File: src/rtl/bus_round_robin_arbiter.sv
// ---------------------------------------------------------------------------
// bus_round_robin_arbiter
//
// Round-robin arbiter for the shared multi-master transaction bus. It grants
// one requester at a time, follows the transaction from begin strobe to end
// or error strobe, and revokes grants that the master never uses. A watchdog
// aborts a transaction that stalls without data. The abort drives the forced
// end and error strobes, which the top level ORs onto the bus. The arbiter
// does not route any data.
//
// Ports:
//   clk_i                  system clock, rising edge
//   rst_i                  synchronous reset, active-high
//   request_i              per-master level request, held until done
//   grant_o                registered one-hot grant, zero when bus is free
//   bus_beginTransaction_i begin strobe from the granted master
//   bus_endTransaction_i   end strobe from slave or master
//   bus_dataValid_i        data-valid strobe, keeps the watchdog quiet
//   bus_error_i            error strobe from slave
//   bus_endTransaction_o   forced end strobe on watchdog abort
//   bus_error_o            forced error strobe on watchdog abort
//   busy_o                 high whenever the arbiter is not idle
//   timeout_count_o        saturating count of watchdog aborts
// ---------------------------------------------------------------------------
module bus_round_robin_arbiter #(
  parameter int NUM_MASTERS    = 4,
  parameter int GRANT_WAIT     = 4,
  parameter int TIMEOUT_CYCLES = 255
) (
  input  logic                   clk_i,
  input  logic                   rst_i,
  input  logic [NUM_MASTERS-1:0] request_i,
  output logic [NUM_MASTERS-1:0] grant_o,
  input  logic                   bus_beginTransaction_i,
  input  logic                   bus_endTransaction_i,
  input  logic                   bus_dataValid_i,
  input  logic                   bus_error_i,
  output logic                   bus_endTransaction_o,
  output logic                   bus_error_o,
  output logic                   busy_o,
  output logic [7:0]             timeout_count_o
);

  localparam int PTR_W = (NUM_MASTERS > 1) ? $clog2(NUM_MASTERS) : 1;
  localparam logic [PTR_W-1:0] POINTER_RESET = PTR_W'(NUM_MASTERS - 1);
  localparam logic [3:0]       WAIT_LAST     = 4'(GRANT_WAIT - 1);
  localparam logic [7:0]       WATCHDOG_LAST = 8'(TIMEOUT_CYCLES - 1);

  typedef enum logic [1:0] {
    IDLE,
    GRANTED,
    BUSY,
    RELEASE
  } arbState_t;

  arbState_t              state, stateNext;
  logic [NUM_MASTERS-1:0] grantQ, grantNext;
  logic [PTR_W-1:0]       pointer, pointerNext;
  logic [3:0]             waitCount, waitCountNext;
  logic [7:0]             watchdog, watchdogNext;
  logic                   forcedStrobe, forcedStrobeNext;
  logic [7:0]             timeoutCount, timeoutCountNext;

  logic                   anyRequest;
  logic [PTR_W-1:0]       winner;
  logic [PTR_W-1:0]       candidate;
  logic                   requestDropped;

  // The search starts one past the last winner, so the master just served
  // ends up with the lowest priority.
  always_comb begin
    anyRequest = 1'b0;
    winner     = pointer;
    candidate  = '0;
    for (int i = 1; i <= NUM_MASTERS; i++) begin
      candidate = PTR_W'((int'(pointer) + i) % NUM_MASTERS);
      if (!anyRequest && request_i[candidate]) begin
        anyRequest = 1'b1;
        winner     = candidate;
      end
    end
  end

  assign requestDropped = ~|(request_i & grantQ);

  always_ff @(posedge clk_i) begin
    if (rst_i) begin
      state        <= IDLE;
      grantQ       <= '0;
      pointer      <= POINTER_RESET;
      waitCount    <= '0;
      watchdog     <= '0;
      forcedStrobe <= 1'b0;
      timeoutCount <= '0;
    end else begin
      state        <= stateNext;
      grantQ       <= grantNext;
      pointer      <= pointerNext;
      waitCount    <= waitCountNext;
      watchdog     <= watchdogNext;
      forcedStrobe <= forcedStrobeNext;
      timeoutCount <= timeoutCountNext;
    end
  end

  // Next-state logic. The forced strobe is a pulse: it defaults low and is
  // set only on the BUSY->RELEASE transition caused by a watchdog abort, so
  // it is visible during exactly the single RELEASE cycle.
  always_comb begin
    stateNext        = state;
    grantNext        = grantQ;
    pointerNext      = pointer;
    waitCountNext    = waitCount;
    watchdogNext     = watchdog;
    forcedStrobeNext = 1'b0;
    timeoutCountNext = timeoutCount;

    unique case (state)
      IDLE: begin
        grantNext = '0;
        if (anyRequest) begin
          grantNext[winner] = 1'b1;
          pointerNext       = winner;
          waitCountNext     = '0;
          stateNext         = GRANTED;
        end
      end

      GRANTED: begin
        // A begin strobe wins over a request drop in the same cycle.
        if (bus_beginTransaction_i) begin
          watchdogNext = '0;
          stateNext    = BUSY;
        end else if (requestDropped || (waitCount == WAIT_LAST)) begin
          grantNext = '0;
          stateNext = RELEASE;
        end else begin
          waitCountNext = waitCount + 4'd1;
        end
      end

      BUSY: begin
        // Normal completion has priority over a watchdog expiry.
        if (bus_endTransaction_i || bus_error_i) begin
          grantNext = '0;
          stateNext = RELEASE;
        end else if (!bus_dataValid_i && (watchdog == WATCHDOG_LAST)) begin
          grantNext        = '0;
          forcedStrobeNext = 1'b1;
          timeoutCountNext = (timeoutCount == 8'hFF) ? timeoutCount
                                                     : timeoutCount + 8'd1;
          stateNext        = RELEASE;
        end else if (bus_dataValid_i) begin
          watchdogNext = '0;
        end else begin
          watchdogNext = watchdog + 8'd1;
        end
      end

      RELEASE: begin
        grantNext = '0;
        stateNext = IDLE;
      end

      default: begin
        grantNext = '0;
        stateNext = IDLE;
      end
    endcase
  end

  assign grant_o              = grantQ;
  assign bus_endTransaction_o = forcedStrobe;
  assign bus_error_o          = forcedStrobe;
  assign busy_o               = (state != IDLE);
  assign timeout_count_o      = timeoutCount;

endmodule

File: config.mk
export PLATFORM = sky130hd
export DESIGN_NAME = bus_round_robin_arbiter
export DESIGN_NICKNAME = d
export VERILOG_FILES = /design/src/rtl/bus_round_robin_arbiter.sv
export SDC_FILE = /design/constraint.sdc
export NUM_CORES = 1
export LEC_CHECK = 0
export ABC_AREA = 1
export CORE_ASPECT_RATIO = 0.9
export CORE_MARGIN = 2
export CORE_UTILIZATION = 59
export DETAILED_ROUTE_END_ITERATION = 10
export PLACE_DENSITY = 0.83
export SLEW_MARGIN = 20
export SYNTH_ARGS = -nofsm -noshare
export SYNTH_HDL_FRONTEND = slang
export SYNTH_SLANG_ARGS = --single-unit
File: constraint.sdc
create_clock -name clk_i -period 2.6 [get_ports clk_i]
set_clock_uncertainty 0.15 [all_clocks]
set_input_delay 0.52 -clock clk_i [delete_from_list [all_inputs] [get_ports clk_i]]
set_output_delay 0.52 -clock clk_i [all_outputs]
set_load 0.05 [all_outputs]
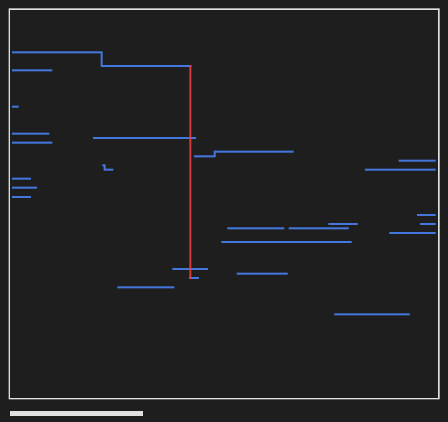
Fig. 1. Signal wires by layer.
Scale bar: 20 um. Two of the layers only.
- red: metal 4 (wire length 32.0 um)
- blue: metal 3 (wire length 188 um)
Wirelength per Cell: 11.3 um
routed via count: 1807
GRT Overall Usage: 0.234
total routed wirelength: 3.97 mm

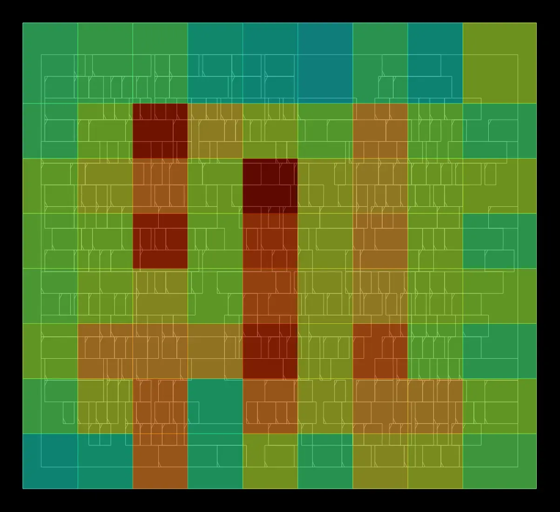
Fig. 2. Routing congestion map.
gr busiest metal: met2
met1 Track Usage GR: 0.311

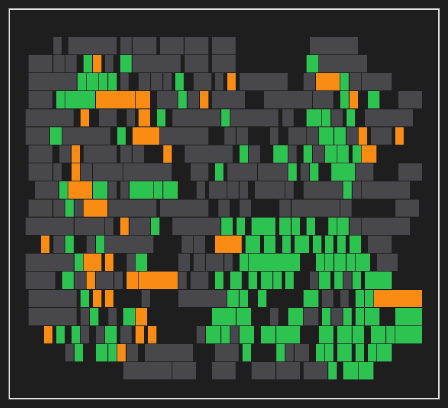
Fig. 3. Gate-type map.
- orange: nor cells (cells 34; most used nor2_1)
- green: nand cells (cells 124; most used nand2_1; where all over the die)
Cell Count, Final, Fillers Out: 351
combinational share of cell area: 0.516

==> metrics.sh <==
STATUS='finished, final reports clean'
CRITICAL_PATH_CLASS='reg2out'
GRT_UTIL_MET3=0.0650
WORSTMARGINPINSLEW_NS=0.492
TIMING.CRITICAL_PATH.REQUIRED_NS=1.93
CRIT_BUF_INV=1
LAYOUT.BUFFER.NONCLOCK.AREA_SHARE=0.111
N_TAP_CELL=42
NETLIST_LOGIC_FAMILY_TOP='simple AND/OR/NAND/NOR gates'
WARNINGS=29
P_SW_FRAC=0.499
CTSRESIZECOUNT=0
PLACE_HPWL_MM=2.98
FIRST_GLOBAL_VIAS=1575
HOLD-PATH-CELL-COUNT=2
YOSYS.CELL_TYPES.COUNT=33
DRT_DRC_VIOLATIONS_LEFT=0
SYNTH.MUX.AREA_FRACTION=0
LAYOUT.COMB_GATES.MULTI_INPUT=208
FLOORPLAN.CORE_UTIL=0.628
MI_LOGIC_AREA_UM2=1180
CHIPAREA_UM2=3760
HOLD_VIOL_FINAL=0
FINAL_LAYOUT_TOP_LOGIC_CELLS='sky130_fd_sc_hd__nand2_1, sky130_fd_sc_hd__inv_1, sky130_fd_sc_hd__dfxtp_1'
CRITPATHARRIVALTIME_NS=1.61
SYNTHESIS.YOSYS.WARNINGS=0
NETS=325
CRITICAL_PATH.REG2REG.STARTPOINT='state[0]'
CRIT_CHAIN='clkdlybuf4s50_1'
TIMING.CRITICAL_PATH.DEPTH=1
SETUP_VIOLS_FINAL=0
TOP_POWER_GROUP='combinational cells'
SYNTH.TOP_CELL.AREA_SHARE=0.299
SHARE_SEQ_OF_TOTAL_POWER=0.275
FINAL.CLKBUF_COUNT=7
ENABLE_FLOP_CELLS=0
PRECTSSETUPSLACK_NS=0.280
WL_MET1_MM=1.96
CTS_MAX_PATH_BUFFERS=2
FINAL_COMMON_CELL='sky130_fd_sc_hd__nand2_1'
DETAIL-ROUTE-ANTENNA-NETS=0
ACHIEVABLE-FREQUENCY_MHz=438
SYNTH_STAT.CELLS=279
HOLD_START='waitCount[3]'
RATIO_OF_CELLS_WITH_DRIVE_ABOVE_1_IN_THE_FINAL_LAYOUT=0.191
IOS=25
CPPEAKSTAGEDELAY_NS=0.84
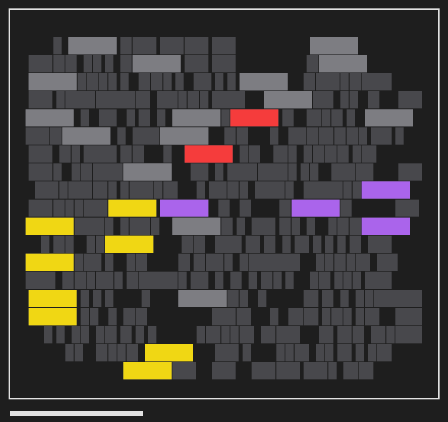
Fig. 4. Sequential cells grouped by signal name.
Scale bar: 20 um. Other sequential cells in the stronger grey, the rest of the logic in the fainter grey.
- purple: grant_o (sequential cells 4; where middle right)
- yellow: watchdog (sequential cells 8)
- red: state (sequential cells 2)
fraction of area in registers: 0.254
sequential cell power: 601 uW
Final Util: 0.739

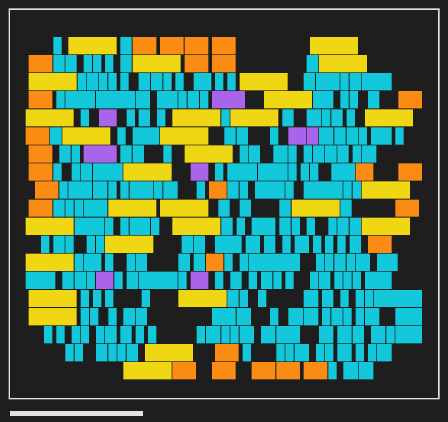
Fig. 5. Placement by cell class.
Scale bar: 20 um.
- yellow: sequential cells (cells 29; share of their area 26%)
- orange: remaining buffers and delay cells (cells 26; share of their area 11%)
- purple: clock drivers and dummy loads (cells 8; share of their area 3.1%)
- cyan: combinational and other logic (cells 246; share of their area 60%)
num rows: 19
area of all placed cells without fillers: 2280 um2
core footprint: 3090 um2

Power is estimated from default activity; no workload was simulated.
